--- config.mk ---
export PLATFORM = sky130hd
export DESIGN_NAME = intersection_phase_sequencer
export DESIGN_NICKNAME = d
export VERILOG_FILES = /design/src/rtl/intersection_phase_sequencer.sv
export SDC_FILE = /design/constraint.sdc
export NUM_CORES = 1
export LEC_CHECK = 0
export CAP_MARGIN = 15
export CORE_UTILIZATION = 49
export CTS_CLUSTER_SIZE = 16
export DETAILED_ROUTE_END_ITERATION = 8
export PLACE_DENSITY = 0.78
export SYNTH_ARGS = -nofsm -noshare
export SYNTH_HDL_FRONTEND = slang
export SYNTH_SLANG_ARGS = --single-unit
--- constraint.sdc ---
create_clock -name clock -period 2.86 [get_ports clock]
set_clock_uncertainty 0.15 [all_clocks]
set_input_delay 0.286 -clock clock [delete_from_list [all_inputs] [get_ports clock]]
set_output_delay 0.286 -clock clock [all_outputs]
set_load 0.02 [all_outputs]
--- src/rtl/intersection_phase_sequencer.sv ---
// ============================================================================
// intersection_phase_sequencer
//
// Purpose:
//   Phase controller for a four-signal intersection. It gives the up/down
//   through lanes green by default. It serves latched turn-lane and
//   pedestrian requests in turn-first order. Each phase is timed by a
//   down-counter, and an all-red clearance phase separates every pair of
//   green phases.
//
// Parameters:
//   GREEN_TIME  cycles spent in each green phase (UD, UT, PED), >= 1
//   CLEAR_TIME  cycles spent in each all-red clearance phase, >= 1
//
// Ports:
//   clock              in   1   single clock, all state updates on posedge
//   reset              in   1   synchronous, active-high
//   pedestrian_button  in   1   pedestrian request, level or pulse
//   turn_sensor        in   1   turn-lane request, level or pulse
//   pedestrian_green   out  1   pedestrian walk
//   up_green           out  1   up through-lane green
//   down_green         out  1   down through-lane green
//   turn_green         out  1   turn-lane green (conflicts with down)
//   state              out  8   current phase encoding
//   counter            out  32  cycles remaining in phase minus one
// ============================================================================
module intersection_phase_sequencer #(
    parameter int GREEN_TIME = 5,
    parameter int CLEAR_TIME = 1
) (
    input  logic        clock,
    input  logic        reset,
    input  logic        pedestrian_button,
    input  logic        turn_sensor,
    output logic        pedestrian_green,
    output logic        up_green,
    output logic        down_green,
    output logic        turn_green,
    output logic [7:0]  state,
    output logic [31:0] counter
);

    // The worst-case round (UD -> UT -> PED -> UD) must fit inside the
    // 25-cycle liveness window that the interface checkers enforce.
    generate
        if (GREEN_TIME < 1 || CLEAR_TIME < 1 ||
            (2 * GREEN_TIME + 3 * CLEAR_TIME) > 24) begin : g_badParams
            $error("intersection_phase_sequencer: illegal GREEN_TIME/CLEAR_TIME");
        end
    endgenerate

    localparam logic [31:0] GREEN_LOAD = 32'(GREEN_TIME - 1);
    localparam logic [31:0] CLEAR_LOAD = 32'(CLEAR_TIME - 1);

    typedef enum logic [7:0] {
        UD      = 8'd0,
        UT      = 8'd1,
        PED     = 8'd2,
        CLR_UD  = 8'd3,
        CLR_UT  = 8'd4,
        CLR_PED = 8'd5
    } phase_e;

    phase_e      r_state;
    phase_e      w_nextState;
    logic [31:0] r_counter;
    logic [31:0] w_nextCounter;
    logic        r_turnReq;
    logic        r_pedReq;
    logic        w_turnPending;
    logic        w_pedPending;
    logic        w_phaseDone;

    // A live request on the input counts the same as a latched one, so a
    // pulse that lands exactly on a decision cycle is not lost.
    assign w_turnPending = r_turnReq | turn_sensor;
    assign w_pedPending  = r_pedReq | pedestrian_button;
    assign w_phaseDone   = (r_counter == 32'd0);

    // State register, phase counter and request latches. A request is
    // dropped on any cycle where its own phase is green, because that
    // phase is serving it right now.
    always_ff @(posedge clock) begin
        if (reset) begin
            r_state   <= UD;
            r_counter <= GREEN_LOAD;
            r_turnReq <= 1'b0;
            r_pedReq  <= 1'b0;
        end else begin
            r_state   <= w_nextState;
            r_counter <= w_nextCounter;
            r_turnReq <= w_turnPending & (r_state != UT);
            r_pedReq  <= w_pedPending & (r_state != PED);
        end
    end

    // Next-state logic. The counter only decides a transition when it
    // reaches zero. Every transition, including UD re-entering itself,
    // reloads the duration of the phase being entered. An illegal
    // encoding recovers to UD at once, whatever the counter holds.
    always_comb begin
        w_nextState   = r_state;
        w_nextCounter = r_counter - 32'd1;
        case (r_state)
            UD: begin
                if (w_phaseDone) begin
                    if (w_turnPending | w_pedPending) begin
                        w_nextState   = CLR_UD;
                        w_nextCounter = CLEAR_LOAD;
                    end else begin
                        w_nextState   = UD;
                        w_nextCounter = GREEN_LOAD;
                    end
                end
            end
            CLR_UD: begin
                if (w_phaseDone) begin
                    w_nextCounter = GREEN_LOAD;
                    if (w_turnPending) begin
                        w_nextState = UT;
                    end else if (w_pedPending) begin
                        w_nextState = PED;
                    end else begin
                        w_nextState = UD;
                    end
                end
            end
            UT: begin
                if (w_phaseDone) begin
                    w_nextState   = CLR_UT;
                    w_nextCounter = CLEAR_LOAD;
                end
            end
            CLR_UT: begin
                if (w_phaseDone) begin
                    w_nextCounter = GREEN_LOAD;
                    w_nextState   = w_pedPending ? PED : UD;
                end
            end
            PED: begin
                if (w_phaseDone) begin
                    w_nextState   = CLR_PED;
                    w_nextCounter = CLEAR_LOAD;
                end
            end
            CLR_PED: begin
                if (w_phaseDone) begin
                    w_nextState   = UD;
                    w_nextCounter = GREEN_LOAD;
                end
            end
            default: begin
                w_nextState   = UD;
                w_nextCounter = GREEN_LOAD;
            end
        endcase
    end

    // Moore output decode. The outputs depend only on the state register,
    // so no request input can glitch a green. Clearance phases and
    // illegal encodings show all red.
    always_comb begin
        pedestrian_green = 1'b0;
        up_green         = 1'b0;
        down_green       = 1'b0;
        turn_green       = 1'b0;
        case (r_state)
            UD: begin
                up_green   = 1'b1;
                down_green = 1'b1;
            end
            UT: begin
                up_green   = 1'b1;
                turn_green = 1'b1;
            end
            PED: begin
                pedestrian_green = 1'b1;
            end
            default: begin
                pedestrian_green = 1'b0;
            end
        endcase
    end

    assign state   = r_state;
    assign counter = r_counter;

endmodule
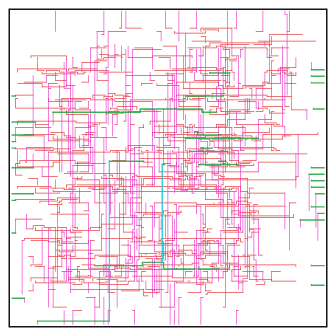
run_1/metal_stack.png
legend:
  magenta:
    layer: met2
    wire_length: 2020 µm
  red:
    layer: met1
    wire_length: 2190 µm
  cyan:
    layer: met4
    wire_length: 53.7 µm
  green:
    layer: met3
    wire_length: 200 µm

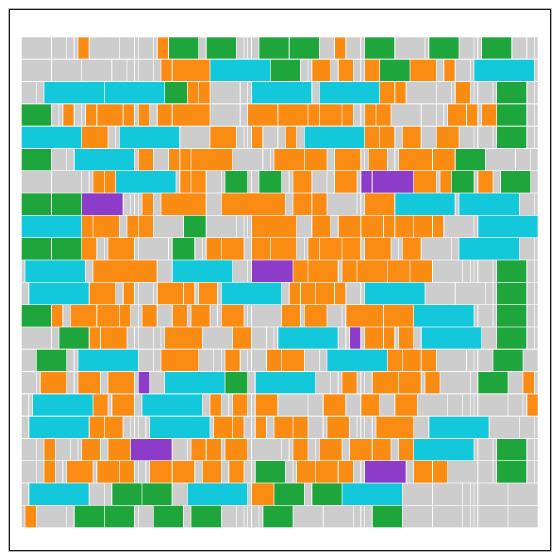
run_1/cell_classes.png
Fill, decap, tap and diode cells in grey.
legend:
  green:
    class: other buffers and delay cells
    cells: 49
    share_of_their_area: 19%
  orange:
    class: all other logic
    cells: 182
    share_of_their_area: 48%
  cyan:
    class: flops
    cells: 37
    share_of_their_area: 30%
  purple:
    class: clock drivers and dummy loads
    cells: 8
    share_of_their_area: 3.2%

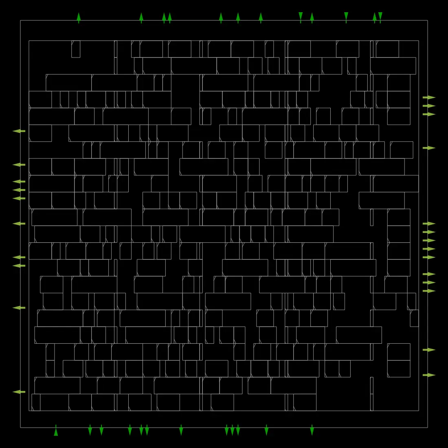
run_1/final_placement.png
Core Util, Final: 0.672
flip-flops: 37

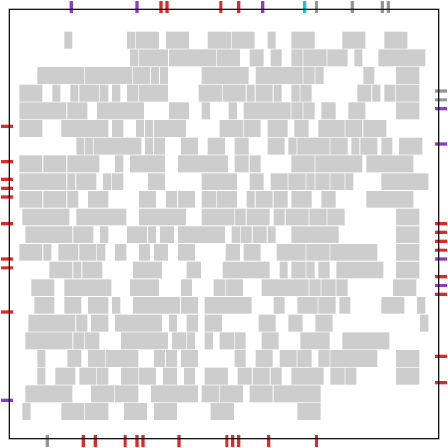
run_1/pins.png
Pins as bars across the die edge, other pins in grey.
legend:
  cyan:
    port: `pedestrian_button`
    pins: 1
    direction: input
    edge: north
  purple:
    port: `state`
    pins: 8
    direction: output
    edge: 4 east, 3 north, 1 west
  red:
    port: `counter`
    pins: 32
    direction: output
    edge: 11 south, 9 west, 8 east, 4 north
all pins by edge: 14 east, 12 south, 12 north, 10 west

[run 1: kinds of logic (layout without fill, tap and decap cells)]
kind of cell | Yosys count | count (layout)
other | 1 | 5
AOI/OAI and AO/OA | 50 | 50
muxes | 2 | 2
DFF | 37 | 37
adders and majority gates | 2 | 2
and+or+nand+nor | 111 | 111
buffers and inverters | 18 | 59
xor gates and xnor gates | 10 | 10
[run 1: registers in the layout, indices dropped and copies added, names as in the netlist]
name	count
counter	32
r_turnReq	1
r_pedReq	1
state	3
[run 1: routing by layer]
layer,part of all wire,GRT usage
met2,0.45,0.333
met4,0.012,0.0788
met3,0.045,0.0672
met5,0,0
met1,0.49,0.313
[run 1: worst register-to-register path, stage by stage (launching register included)]
cell and delay [ns]:
dfxtp_1 0.35, inv_1 0.09, ha_1 0.21, or4b_4 0.51, or3_1 0.35, or4_1 0.43, a21oi_1 0.15
[run 1: final cells by class]
class / instances / area [µm²] / share of cell area
multi-input combinational: 180 / 1170 / 0.463
tap: 48 / 60.1 / 0.0237
inverter: 2 / 7.51 / 0.00296
sequential: 37 / 741 / 0.292
clock buffer: 8 / 80.1 / 0.0316
timing repair buffer: 49 / 473 / 0.187
[run 1: cell usage after synthesis, drive strengths merged (2+ instances only)]
library cell / instances
a211oi: 4
a21oi: 19
buf: 11
clkbuf: 5
dfxtp: 37
ha: 2
inv: 2
mux2i: 2
nand2: 13
nand2b: 2
nand3: 6
nand3b: 4
nand4: 7
nand4b: 2
nor2: 27
nor3: 11
nor3b: 2
nor4: 4
nor4b: 2
o21ai: 5
o22ai: 3
o31ai: 11
o41ai: 2
or3: 12
or4: 10
or4b: 4
xnor2: 2
xor2: 8
==> out/metrics.cfg, run 1 <==
[setup_path]
critPathBufInv = 1
reg2reg_to = counter[28]
reg2regPathDepth = 6
crit_cells = 6
critPathCapture = counter[28]
timing.rr.start = counter[0]
critPathCaptureType = register
path_max_fanout = 5
regToRegSetupSlack_ns = 0.57
slowest_stage = or4b_4
cp.required_ns = 2.94
critPathMaxStageDelay_ns = 0.51
path_delay_family = simple AND/OR/NAND/NOR gates
critPathLaunch = counter[0]
crit_chain = inv_1, ha_1, or4b_4, or3_1, or4_1, a21oi_1
cp_data_arrival_time_ns = 2.37
worstSetupStartpointType = register
crit_type = reg2reg

[status]
status = complete, no violations

[synthesis]
ys_sh_mux = 0.0100
synth_warnings = 0
yosys.area.top_type_share = 0.371
ys_types = 50
netlist.top_cell.by_area = dfxtp_1
ys_seq_share = 0.371
simple_gate_area_frac = 0.343
synthArstFlopShare = 0
xor_share = 0.0439
syn_area_mm2 = 0.00200
edf_count = 0
ys_seq_elements = 37
ys_sh_adder = 0.0125
synth.avg_cell_area_um2 = 8.64
ys_sh_aoi = 0.169
topCellsByArea = dfxtp_1 (37%), nor2_1 (5.1%), a21oi_1 (4.8%)
syn_inst = 231
logic_family = simple AND/OR/NAND/NOR gates
ys_cells = 231
ys.flop_type = dfxtp_1
synth-area-yosys_mm2 = 0.00200

[place]
hpwl_mm = 3.16
place_inst = 316
place_congestion = 0.811
place_area_mm2 = 0.00245
port_buffers = 42
dpl_worst_slack_ns = 0.586

[timing]
drv_slew = 0
fin_crit_sh = 0.801
worstMarginPinSlew_ns = 0.537
timing.final.crit_period_ns = 2.29
slew_headroom = 0.639
layout_setup_ws_ns = 0.568
rsz0062_at_grt = false
whs_ns = 0.330
fmax_ghz = 0.436
setup_viol = 0
setup_tns_ns = 0
hold_viol = 0

[worst_hold_path]
holdCritPathClass = reg2reg
hold_end = counter[0]
holdCritStartpoint = counter[0]
whs_path_depth = 1

[layout]
drive_above_1_share = 0.0906
fin_cells = 324
diodes = 0
syn_to_final_growth_pct = 26.9
layout_top_cell = clkdlybuf4s50_1
fillers = 343
lay_top_cells = clkdlybuf4s50_1 (42), dfxtp_1 (37), nor2_1 (27), a21oi_1 (19)
design_area_mm2 = 0.00253
final_nets = 281

[clock_tree]
ctsHoldBuffers = 0
post_cts_resize_count = 0
cts_setup_buffers = 0
clockRootBuffer = clkbuf_8
clock-sinks = 37
cts_buffer_depth = 2
clkLatencyLatePin_ns = 0.29
htree_levels = 2
cts_buffers = 5
cts_tree = built

[job]
tool_warnings = 27
drv_cap = 0

[floorplan]
die_height_um = 65.8
fp-row-count = 22
fp_util = 0.530
dieArea_mm2 = 0.00433
io-pin-count = 48
die_w_um = 65.8
coreArea_mm2 = 0.00377

[drt]
drt_wl_total_mm = 4.46
via_count = 1896
wire_per_inst_um = 13.8
ant_nets = 0
drt_iter0_drc = 99
detail_route.first_pass.iterations = 4
drc = 0
vias_per_cell = 5.85

[global_routing]
grt_max_degree = 28
grt_usage = 0.227
grt_pass1_vias = 1603
antenna_found_initial = 0
grt_overflow = 0
grt_pass1_wl_mm = 7.53

run_1/clock_map.png
Bar = 20 µm.
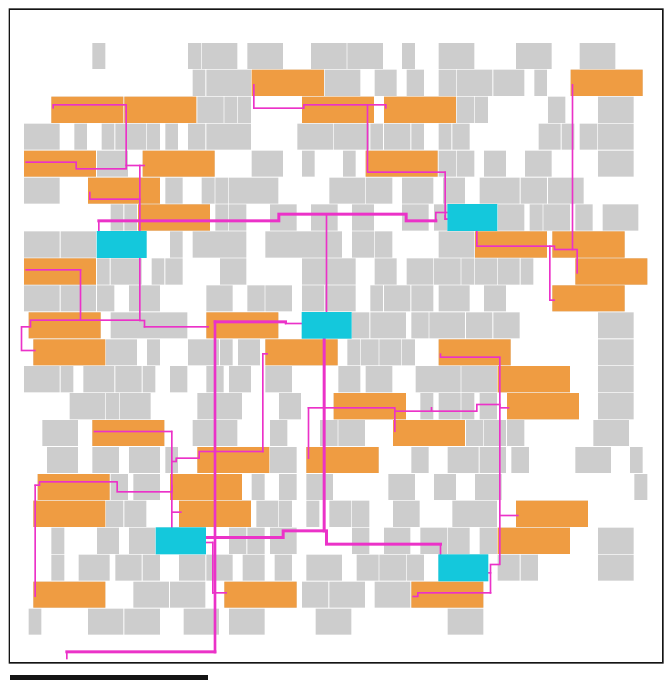

==> run 2, diff against run 1 <==
Settings changed: CORE_UTILIZATION 49 to 45, PLACE_DENSITY 0.78 to 0.75.
Clock period 2.86 ns to 2 ns, I/O delays scaled along.
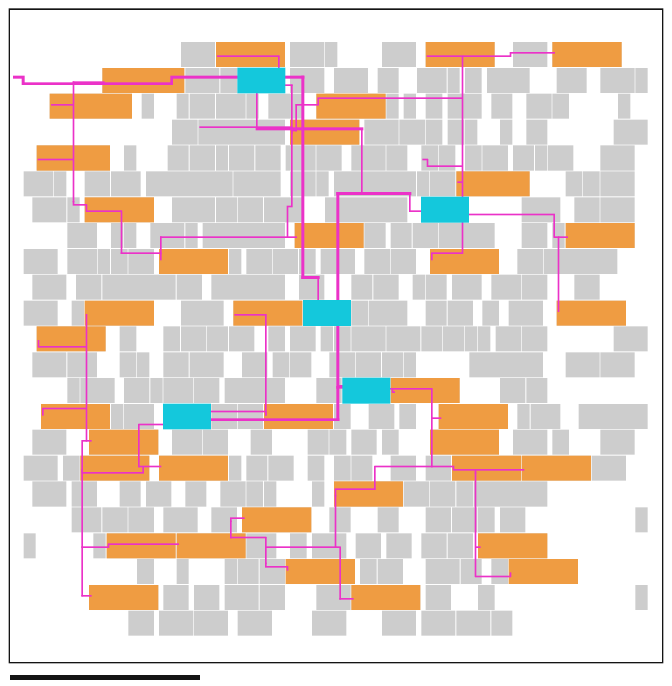
run_2/clock_map.png
Bar = 20 µm.
legend:
  magenta:
    item: clock wires
    length: 496 µm
  orange:
    item: flip-flops
    count: 37
  cyan:
    item: cells driving clock nets
    count: 5
flops lie: widely spread

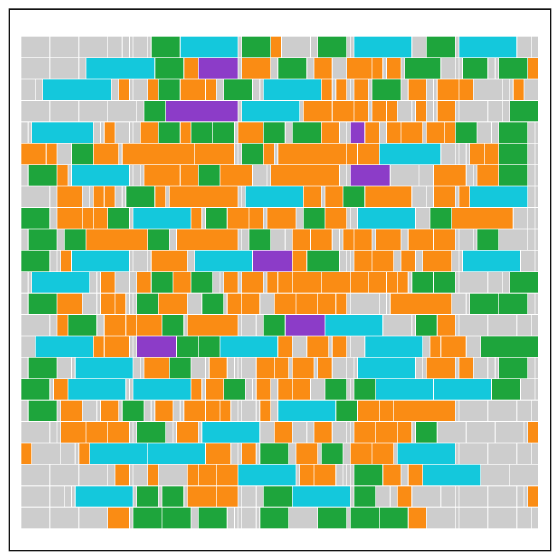
run_2/cell_classes.png
Fill, decap, tap and diode cells in grey.
legend:
  green:
    class: other buffers and delay cells
    cells: 85
    share_of_their_area: 26%
  orange:
    class: all other logic
    cells: 182
    share_of_their_area: 45%
  cyan:
    class: flops
    cells: 37
    share_of_their_area: 26%
  purple:
    class: clock drivers and dummy loads
    cells: 7
    share_of_their_area: 3.4%

==> out/metrics.cfg, run 2 <==
[synthesis]
yosys.area.top_type_share = 0.371  ; unchanged
synthTopCellsByCount = dfxtp_1 (37), nor2_1 (27), a21oi_1 (19)  ; unchanged
ys_cells = 231  ; unchanged
synth.avg_cell_area_um2 = 8.64  ; unchanged
ys_types = 50  ; unchanged
synth-area-yosys_mm2 = 0.00200  ; unchanged
synth_warnings = 0  ; unchanged
topCellsByArea = dfxtp_1 (37%), nor2_1 (5.1%), a21oi_1 (4.8%)  ; unchanged
edf_count = 0  ; unchanged
ys_seq_share = 0.371  ; unchanged
syn_area_mm2 = 0.00200  ; unchanged
yosysMostFrequentCell = dfxtp_1  ; unchanged
ys_seq_elements = 37  ; unchanged
ys.flop_type = dfxtp_1  ; unchanged
synthArstFlopShare = 0  ; unchanged

[place]
place_inst = 352  ; was 316
port_buffers = 42  ; unchanged
place_congestion = 0.828  ; was 0.811
place_area_mm2 = 0.00278  ; was 0.00245 mm²
dpl_worst_slack_ns = -0.0524  ; was 0.586 ns
hpwl_mm = 3.52  ; was 3.16 mm

[drt]
ant_nets = 0  ; unchanged
detail_route.first_pass.iterations = 4  ; unchanged
via_count = 2042  ; was 1896
drt_wl_total_mm = 5.04  ; was 4.46 mm
drc = 0  ; unchanged
vias_per_cell = 5.66  ; was 5.85
drt_iter0_drc = 119  ; was 99

[layout]
diodes = 0  ; unchanged
regArea_um2 = 751  ; was 741 µm²
syn_to_final_growth_pct = 48.6  ; was 26.9%
final_nets = 317  ; was 281
layout_top_cell = buf_4  ; was clkdlybuf4s50_1
fin_cells = 361  ; was 324
largest_reg_flops = 32  ; unchanged
design_area_mm2 = 0.00297  ; was 0.00253 mm²
drive_above_1_share = 0.244  ; was 0.0906
final_util = 0.721  ; was 0.672

[worst_hold_path]
holdCritPathClass = reg2reg  ; unchanged

[clock_tree]
clkLatencyLatePin_ns = 0.29  ; about the same
cts_tree = built  ; unchanged
htree_levels = 2  ; unchanged
clock-sinks = 37  ; unchanged
clockRootBuffer = clkbuf_8  ; unchanged
ctsHoldBuffers = 0  ; unchanged
cts_buffers = 5  ; unchanged
cts_buffer_depth = 2  ; unchanged

[global_routing]
grt_pass1_vias = 1720  ; was 1603
grt_usage = 0.228  ; was 0.227
grt_pass1_wl_mm = 7.97  ; was 7.53 mm
grt_overflow = 0  ; unchanged
grt_max_degree = 28  ; unchanged
antenna_found_initial = 0  ; unchanged

[timing]
layout_setup_ws_ns = -0.0671  ; was 0.568 ns
whs_ns = 0.367  ; was 0.330 ns
setup_tns_ns = -0.0671  ; was 0 ns
setup_viol = 1  ; was 0
fin_crit_sh = 1.03  ; was 0.801
drv_slew = 0  ; unchanged
hold_viol = 0  ; unchanged
timing.final.crit_period_ns = 2.07  ; was 2.29 ns

[setup_path]
crit_type = reg2reg  ; unchanged
worstSetupStartpointType = register  ; unchanged
regToRegSetupSlack_ns = -0.07  ; was 0.57 ns
timing.rr.start = counter[1]  ; was counter[0]
path_max_fanout = 2  ; was 5
critPathCaptureType = register  ; unchanged
cp_data_arrival_time_ns = 2.14  ; was 2.37 ns
critPathLaunch = counter[1]  ; was counter[0]

[job]
tool_warnings = 30  ; was 27

[floorplan]
io-pin-count = 48  ; unchanged
coreArea_mm2 = 0.00412  ; was 0.00377 mm²
fp_util = 0.485  ; was 0.530
die_w_um = 68.6  ; was 65.8 µm
dieArea_mm2 = 0.00471  ; was 0.00433 mm²

[status]
violations = negative setup slack
status = finished, violations left  ; was complete, no violations

-- run 2: cell count changes in the layout (fill, tap and decap cells not counted), moves of 3 or more --
cell,previous run,this run
dfxtp_1,37,33
clkbuf_1,3,0
buf_4,7,41
nor3_1,10,7
-- run 2: timing repair --
action,CTS,global route
setup buffers,1,1
pin swaps,0,4
setup endpoints to repair,29,33
resized,7,8
-- run 2: path summary, 6_finish.rpt --
kind	end	depth (start not counted)
max	counter[28]	6
min	counter[23]	2
max reg2reg	counter[28]	6
min reg2reg	counter[23]	2
-- run 2: layout make-up --
type,count,area share
clock inverter,1,0.00169
multi-input combinational,180,0.432
sequential,37,0.253
inverter,2,0.00422
tap,50,0.0211
clock buffer,6,0.0316
timing repair buffer,85,0.256
-- run 2: logic make-up after synthesis --
| group | after synthesis | share of synthesized area |
|---|---|---|
| buf+inv | 18 | 0.0495 |
| simple gates | 111 | 0.343 |
| fa+ha+maj | 2 | 0.0125 |
| compound gates | 50 | 0.169 |
| other cells | 1 | 0.00188 |
| mux | 2 | 0.0100 |
| xor+xnor | 10 | 0.0439 |
| flops | 37 | 0.371 |
-- run 2: critical path, cell delays in order, from the launching register on --
cell,delay (ns)
dfxtp_4,0.35
inv_4,0.06
ha_4,0.12
or4b_4,0.45
or3_4,0.34
or4_1,0.41
a21oi_1,0.13
-- run 2: metal layers --
| metal | vias to the layer above | global-route usage | routed length, µm |
|---|---|---|---|
| li1 | 1017 | - | - |
| met1 | 962 | 0.312 | 2350 |
| met2 | 57 | 0.346 | 2390 |
| met3 | 6 | 0.0559 | 244 |
| met4 | 0 | 0.0807 | 44 |
| met5 | - | 0 | 0 |
run_2/final_placement.png
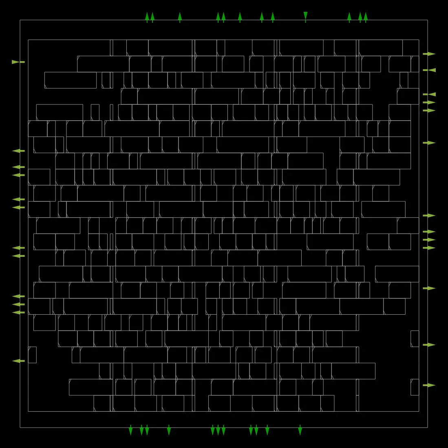

==> run 3, diff against run 2 <==
Settings changed: CORE_UTILIZATION 45 to 49, PLACE_DENSITY 0.75 to 0.78.
Clock period 2 ns to 2.3 ns, I/O delays scaled along.
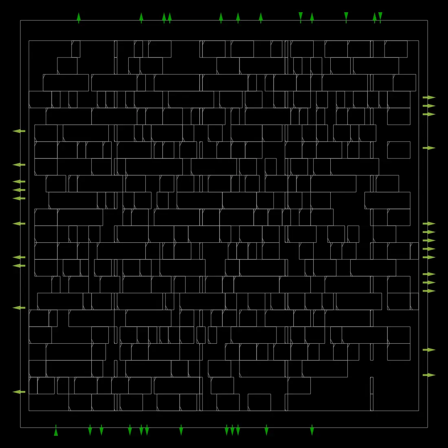
run_3/final_placement.png
non-filler cells, final: 329
Core Util, Final: 0.697
FP Rows: 22
Well Taps: 48
core box area: 0.00377 mm²

==> out/metrics.cfg, run 3 <==
[worst_hold_path]
holdCritPathClass = reg2reg  ; unchanged

[synthesis]
netlist.top_cell.by_area = dfxtp_1  ; unchanged
ys_cells = 231  ; unchanged
ys.flop_type = dfxtp_1  ; unchanged
ys_seq_elements = 37  ; unchanged
ys_sh_mux = 0.0100  ; unchanged
logic_family = simple AND/OR/NAND/NOR gates  ; unchanged
yosysMostFrequentCell = dfxtp_1  ; unchanged
topCellsByArea = dfxtp_1 (37%), nor2_1 (5.1%), a21oi_1 (4.8%)  ; unchanged
edf_count = 0  ; unchanged
yosys.area.top_type_share = 0.371  ; unchanged
ys_sh_adder = 0.0125  ; unchanged
ys_types = 50  ; unchanged
synth-area-yosys_mm2 = 0.00200  ; unchanged
xor_share = 0.0439  ; unchanged
synth_warnings = 0  ; unchanged
syn_area_mm2 = 0.00200  ; unchanged
ys_seq_share = 0.371  ; unchanged
synthArstFlopShare = 0  ; unchanged
synthTopCellsByCount = dfxtp_1 (37), nor2_1 (27), a21oi_1 (19)  ; unchanged
synth.avg_cell_area_um2 = 8.64  ; unchanged
simple_gate_area_frac = 0.343  ; unchanged
ys_sh_aoi = 0.169  ; unchanged
syn_inst = 231  ; unchanged

[global_routing]
busiest_layer = met2  ; unchanged
grt_pass1_wl_mm = 7.82  ; was 7.97 mm
grt_usage = 0.232  ; was 0.228
grtUsageMet2 = 0.358  ; was 0.346
antenna_found_initial = 0  ; unchanged
grt_pass1_vias = 1672  ; was 1720
use_met3 = 0.0431  ; was 0.0559
grt_overflow = 0  ; unchanged
grt_max_degree = 28  ; unchanged
gr-usage-met1 = 0.322  ; was 0.312

[timing]
drv_slew = 0  ; unchanged
layout_setup_ws_ns = 0.0741  ; was -0.0671 ns
whs_ns = 0.364  ; was 0.367 ns
slew_headroom = 0.652
fmax_ghz = 0.449  ; was 0.484 GHz
worstMarginPinSlew_ns = 0.518
timing.final.crit_period_ns = 2.23  ; was 2.07 ns
fin_crit_sh = 0.968  ; was 1.03
setup_tns_ns = 0  ; was -0.0671 ns
hold_viol = 0  ; unchanged
setup_viol = 0  ; was 1

[layout]
diodes = 0  ; unchanged
largest_reg_flops = 32  ; unchanged
final_nets = 286  ; was 317
logic_area_mm2 = 0.00120  ; was 0.00128 mm²
design_area_mm2 = 0.00263  ; was 0.00297 mm²
lay_top_cells = clkdlybuf4s50_1 (42), dfxtp_1 (37), nor2_1 (27), a21oi_1 (19)  ; was buf_4 (41), clkdlybuf4s50_1 (40), dfxtp_1 (33), nor2_1 (27), a21oi_1 (19)
layout_top_cell = clkdlybuf4s50_1  ; was buf_4
regArea_um2 = 741  ; was 751 µm²
syn_to_final_growth_pct = 31.6  ; was 48.6%
drive_above_1_share = 0.114  ; was 0.244
fillers = 338  ; was 314

[clock_tree]
clock-sinks = 37  ; unchanged
cts_setup_buffers = 0  ; was 1
cts_buffer_depth = 2  ; unchanged
clkLatencyLatePin_ns = 0.28  ; was 0.29 ns
cts_tree = built  ; unchanged
htree_levels = 2  ; unchanged
cts_buffers = 5  ; unchanged
clockRootBuffer = clkbuf_8  ; unchanged
clk_pin_slew_ns = 0.07  ; about the same

[place]
hpwl_mm = 3.30  ; was 3.52 mm
dpl_worst_slack_ns = 0.0767  ; was -0.0524 ns
place_congestion = 0.824  ; was 0.828
port_buffers = 42  ; unchanged
place_inst = 321  ; was 352
place_area_mm2 = 0.00252  ; was 0.00278 mm²

[job]
drv_cap = 0  ; unchanged
tool_warnings = 27  ; was 30

[drt]
ant_nets = 0  ; unchanged
drt_wl_total_mm = 4.75  ; was 5.04 mm
vias_per_cell = 5.88  ; was 5.66
drt_iter0_drc = 118  ; was 119
wire_per_inst_um = 14.4  ; was 14.0 µm
detail_route.first_pass.iterations = 5  ; was 4
drc = 0  ; unchanged
via_count = 1936  ; was 2042

[setup_path]
path_max_fanout = 4  ; was 2
cp_data_arrival_time_ns = 2.29  ; was 2.14 ns
critPathCaptureType = register  ; unchanged
cp.required_ns = 2.36  ; was 2.07 ns
worstSetupStartpointType = register  ; unchanged
crit_type = reg2reg  ; unchanged

[floorplan]
io-pin-count = 48  ; unchanged
die_height_um = 65.8  ; was 68.6 µm
dieArea_mm2 = 0.00433  ; was 0.00471 mm²
fp_util = 0.530  ; was 0.485
die_w_um = 65.8  ; was 68.6 µm

[status]
status = complete, no violations  ; was finished, violations left

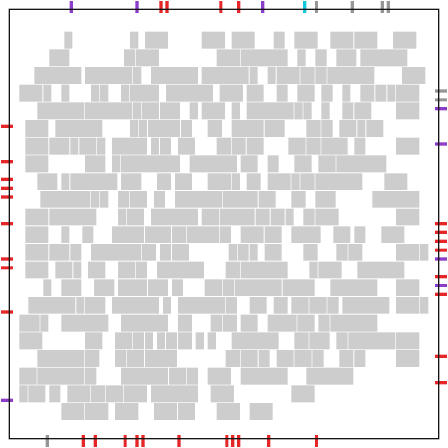
run_3/pins.png
Pins as bars across the die edge, other pins in grey.
legend:
  purple:
    port: `state`
    pins: 8
    direction: output
    edge: 4 east, 3 north, 1 west
  cyan:
    port: `pedestrian_button`
    pins: 1
    direction: input
    edge: north
  red:
    port: `counter`
    pins: 32
    direction: output
    edge: 11 south, 9 west, 8 east, 4 north

==> run 3: kinds of logic (layout without fill, tap and decap cells) <==
group	Yosys count	in the layout
AOI/OAI and AO/OA	50	50
DFF	37	37
xor gates and xnor gates	10	10
buffers and inverters	18	64
and+or+nand+nor	111	111
muxes	2	2
adders and majority gates	2	2
other	1	5
==> run 3: repair_timing <==
action | CTS | global route
endpoints found under the hold margin | 0 | 0
resized | 0 | 5
hold buffers | 0 | 0
endpoints found under the setup margin | 0 | 2
==> run 3: layer usage <==
layer | vias up | part of all wire | wire length [µm]
li1 | 957 | - | -
met1 | 911 | 0.47 | 2250
met2 | 64 | 0.47 | 2230
met3 | 4 | 0.046 | 218
met4 | 0 | 0.010 | 48
met5 | - | 0 | 0
==> run 3: critical path, stage by stage, from the launching register on <==
cell and delay [ns]:
dfxtp_1 0.33, inv_1 0.11, ha_4 0.16, or4b_4 0.48, or3_1 0.34, or4_1 0.41
a21oi_1 0.17
==> run 3: final timing paths <==
kind,from,endpoint,slack (ns),depth (start not counted)
worst max register to register,counter[1],counter[28],0.07,6
worst max-delay path,counter[1],counter[28],0.07,6
worst min register to register,counter[23],counter[23],0.36,2
worst min-delay path,counter[23],counter[23],0.36,2
==> run 3: cell type report <==
class / instances / area share
clock buffers: 8 / 0.0305
well taps: 48 / 0.0228
inverters: 2 / 0.00286
flip-flops and latches: 37 / 0.282
repair buffers: 54 / 0.204
multi-input cells: 180 / 0.458
